**src/rtl/fir_out_requant.sv**
```systemverilog
// Requantiser behind fir_inst: decimate, round-half-up shift, saturate to OUT_W.
// Sticky clip flag and saturating clip counter for bring-up visibility.
module fir_out_requant #(
   parameter int IN_W  = 39,
   parameter int OUT_W = 16,
   parameter int SHIFT = 22,
   parameter int DEC   = 4,
   parameter int CNT_W = 16
) (
   input  logic                    clk,
   input  logic                    rst,
   input  logic                    data_in_vld,
   input  logic signed [IN_W-1:0]  data_in,
   input  logic                    clr_sat,
   output logic signed [OUT_W-1:0] data_out,
   output logic                    data_out_vld,
   output logic                    sat_flag,
   output logic [CNT_W-1:0]        sat_cnt
);

   localparam int QW  = IN_W + 1 - SHIFT;
   localparam int PHW = (DEC > 1) ? $clog2(DEC) : 1;

   localparam logic signed [IN_W:0] RND =
      (IN_W+1)'(1) << (SHIFT - 1);
   localparam logic signed [QW-1:0] QMAX =
      QW'((64'sd1 <<< (OUT_W - 1)) - 64'sd1);
   localparam logic signed [QW-1:0] QMIN = ~QMAX;
   localparam logic signed [OUT_W-1:0] OMAX =
      {1'b0, {(OUT_W-1){1'b1}}};
   localparam logic signed [OUT_W-1:0] OMIN = ~OMAX;

   logic [PHW-1:0]        r_ph;
   logic                  r_v1;
   logic signed [QW-1:0]  r_q;

   logic signed [IN_W:0]  w_sum;
   logic signed [QW-1:0]  w_q;
   logic                  w_unused;
   logic                  w_keep;
   logic                  w_ph_last;
   logic                  w_hi;
   logic                  w_lo;
   logic                  w_sat;

   // Extra headroom bit keeps the rounding offset from overflowing.
   assign w_sum     = {data_in[IN_W-1], data_in} + RND;
   assign w_q       = w_sum[IN_W:SHIFT];
   assign w_unused  = ^w_sum[SHIFT-1:0];

   assign w_keep    = data_in_vld & (r_ph == '0);
   assign w_ph_last = (r_ph == PHW'(DEC - 1));

   assign w_hi  = (r_q > QMAX);
   assign w_lo  = (r_q < QMIN);
   assign w_sat = r_v1 & (w_hi | w_lo);

   always_ff @(posedge clk) begin
      if (rst) begin
         r_ph         <= '0;
         r_v1         <= 1'b0;
         r_q          <= '0;
         data_out     <= '0;
         data_out_vld <= 1'b0;
         sat_flag     <= 1'b0;
         sat_cnt      <= '0;
      end else begin
         if (data_in_vld)
            r_ph <= w_ph_last ? '0 : r_ph + PHW'(1);

         r_v1 <= w_keep;
         if (w_keep)
            r_q <= w_q;

         data_out_vld <= r_v1;
         if (r_v1) begin
            if (w_hi)
               data_out <= OMAX;
            else if (w_lo)
               data_out <= OMIN;
            else
               data_out <= r_q[OUT_W-1:0];
         end

         // A clip on the clearing edge survives the clear.
         if (clr_sat) begin
            sat_flag <= w_sat;
            sat_cnt  <= w_sat ? CNT_W'(1) : '0;
         end else if (w_sat) begin
            sat_flag <= 1'b1;
            if (sat_cnt != '1)
               sat_cnt <= sat_cnt + CNT_W'(1);
         end
      end
   end

endmodule

```
**config.mk**
```make
export PLATFORM = sky130hd
export DESIGN_NAME = fir_out_requant
export DESIGN_NICKNAME = d
export VERILOG_FILES = /design/src/rtl/fir_out_requant.sv
export SDC_FILE = /design/constraint.sdc
export NUM_CORES = 1
export LEC_CHECK = 0
export CAP_MARGIN = 20
export CORE_UTILIZATION = 47
export DETAILED_ROUTE_END_ITERATION = 10
export PLACE_DENSITY = 0.91
export REMOVE_ABC_BUFFERS = 1
export SYNTH_ARGS = -nofsm -noshare
export SYNTH_HDL_FRONTEND = slang
export SYNTH_SLANG_ARGS = --single-unit
```
**constraint.sdc**
```tcl
create_clock -name clk -period 2.24 [get_ports clk]
set_input_delay 0.336 -clock clk [delete_from_list [all_inputs] [get_ports clk]]
set_output_delay 0.336 -clock clk [all_outputs]
set_load 0.01 [all_outputs]
```
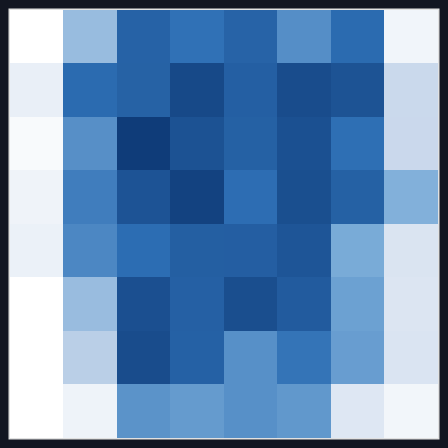
**Above:** placement density heat map.
8 x 8 tiles, from white (low) to dark blue (high), 0 to 100% covered.
emptiest ninth of the die	lower left
mean over tiles	56%
fullest tile	95%
placeable core region: 0.005473 mm2
Floorplan Utilization: 48.72%

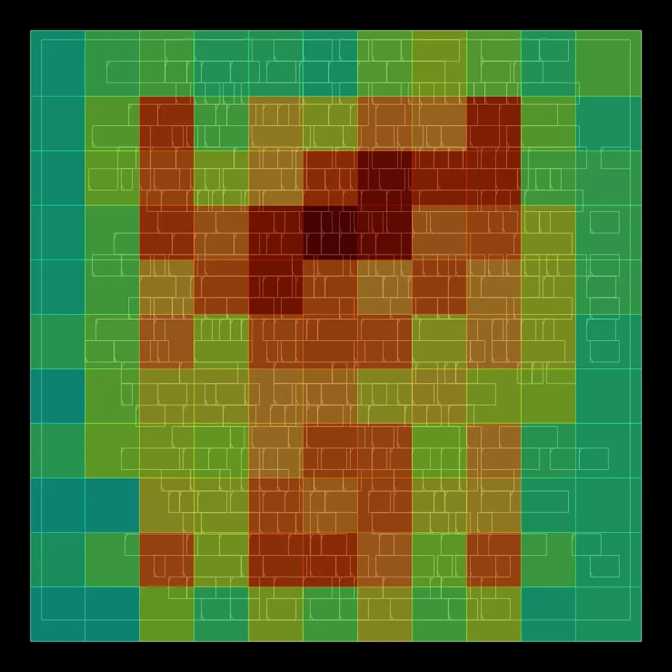
**Above:** routing congestion map.
global router's overall resource usage: 23.28%
met3 track utilization from global routing: 4.286%
detailed-route wire length per cell: 15.07 um
met1 track demand over resource: 29.14%
met2 track utilization from global routing: 37.79%

==> impl_metrics.xml <==
<?xml version="1.0" encoding="UTF-8"?>
<metrics>
  <group name="logic_synthesis">
    <metric name="logic_family_by_area" unit="">simple AND/OR/NAND/NOR gates</metric>
    <metric name="synthDistinctLibCells" unit="">46</metric>
    <metric name="synth_top_area_share" unit="%">41.30</metric>
    <metric name="synth_area" unit="mm2">0.002666</metric>
    <metric name="asyncSetResetFlopFracSynth" unit="%">0</metric>
    <metric name="post_synth_tally_of_flip_flops_with_integrated_enable" unit="">0</metric>
    <metric name="yosys.area_share.aoi" unit="%">18.49</metric>
    <metric name="yosysWarnings" unit="">0</metric>
    <metric name="ys_top_cells_by_area" unit="">sky130_fd_sc_hd__dfxtp_1 (41%), sky130_fd_sc_hd__a21oi_1 (6.4%), sky130_fd_sc_hd__o21ai_0 (5.4%)</metric>
    <metric name="most_used_standard_cell_by_instance_count_after_synthesis" unit="">sky130_fd_sc_hd__dfxtp_1</metric>
  </group>
  <group name="final_layout">
    <metric name="signal_buffer_area_fraction" unit="%">18.61</metric>
    <metric name="largest_class" unit="">logic gates</metric>
    <metric name="seq_area_share" unit="%">31.99</metric>
    <metric name="nets" unit="">425</metric>
    <metric name="fill_cells" unit="">449</metric>
    <metric name="combinational_area" unit="mm2">0.001450</metric>
  </group>
  <group name="cts">
    <metric name="tritoncts_clock_tree" unit="">yes</metric>
    <metric name="clkTransAtPathRegs" unit="ns">0.10</metric>
    <metric name="root_buffer" unit="">sky130_fd_sc_hd__clkbuf_8</metric>
    <metric name="cts_max_level" unit="">2</metric>
  </group>
  <group name="critical_path">
    <metric name="timing.critical_path.slowest_cell_delay" unit="ns">0.55</metric>
    <metric name="setup.worst_path.end" unit="">r_q[17]$_SDFFE_PP0P_</metric>
  </group>
  <group name="die">
    <metric name="chipWidth" unit="um">77.32</metric>
    <metric name="design.die.area" unit="mm2">0.005978</metric>
    <metric name="ioPinCount" unit="">77</metric>
  </group>
  <group name="route">
    <metric name="wirelength_met1" unit="um">2871</metric>
    <metric name="detailroute.wirelength.met3" unit="um">415</metric>
    <metric name="drt_first_pass_iters" unit="">5</metric>
    <metric name="drtIter0Drc" unit="">151</metric>
    <metric name="wl_met2" unit="um">3299</metric>
  </group>
  <group name="pwr">
    <metric name="comb_power" unit="mW">0.328</metric>
    <metric name="vdd.ir_drop.worst" unit="mV">0.2838</metric>
    <metric name="internal_power" unit="mW">1.521</metric>
    <metric name="total_switching_power" unit="mW">0.5586</metric>
  </group>
  <group name="final_timing">
    <metric name="fin_setup_tns" unit="ns">0</metric>
    <metric name="final.setup_skew" unit="ns">0.01336</metric>
    <metric name="worst-slew-pin-transition" unit="ns">0.5826</metric>
    <metric name="setup_viol" unit="">0</metric>
  </group>
  <group name="placed_design">
    <metric name="placed_area" unit="mm2">0.003327</metric>
  </group>
  <group name="status">
    <metric name="run_status" unit="">finished, final reports clean</metric>
  </group>
</metrics>
Power figures rest on the tool's default switching activity, not on a simulated workload.
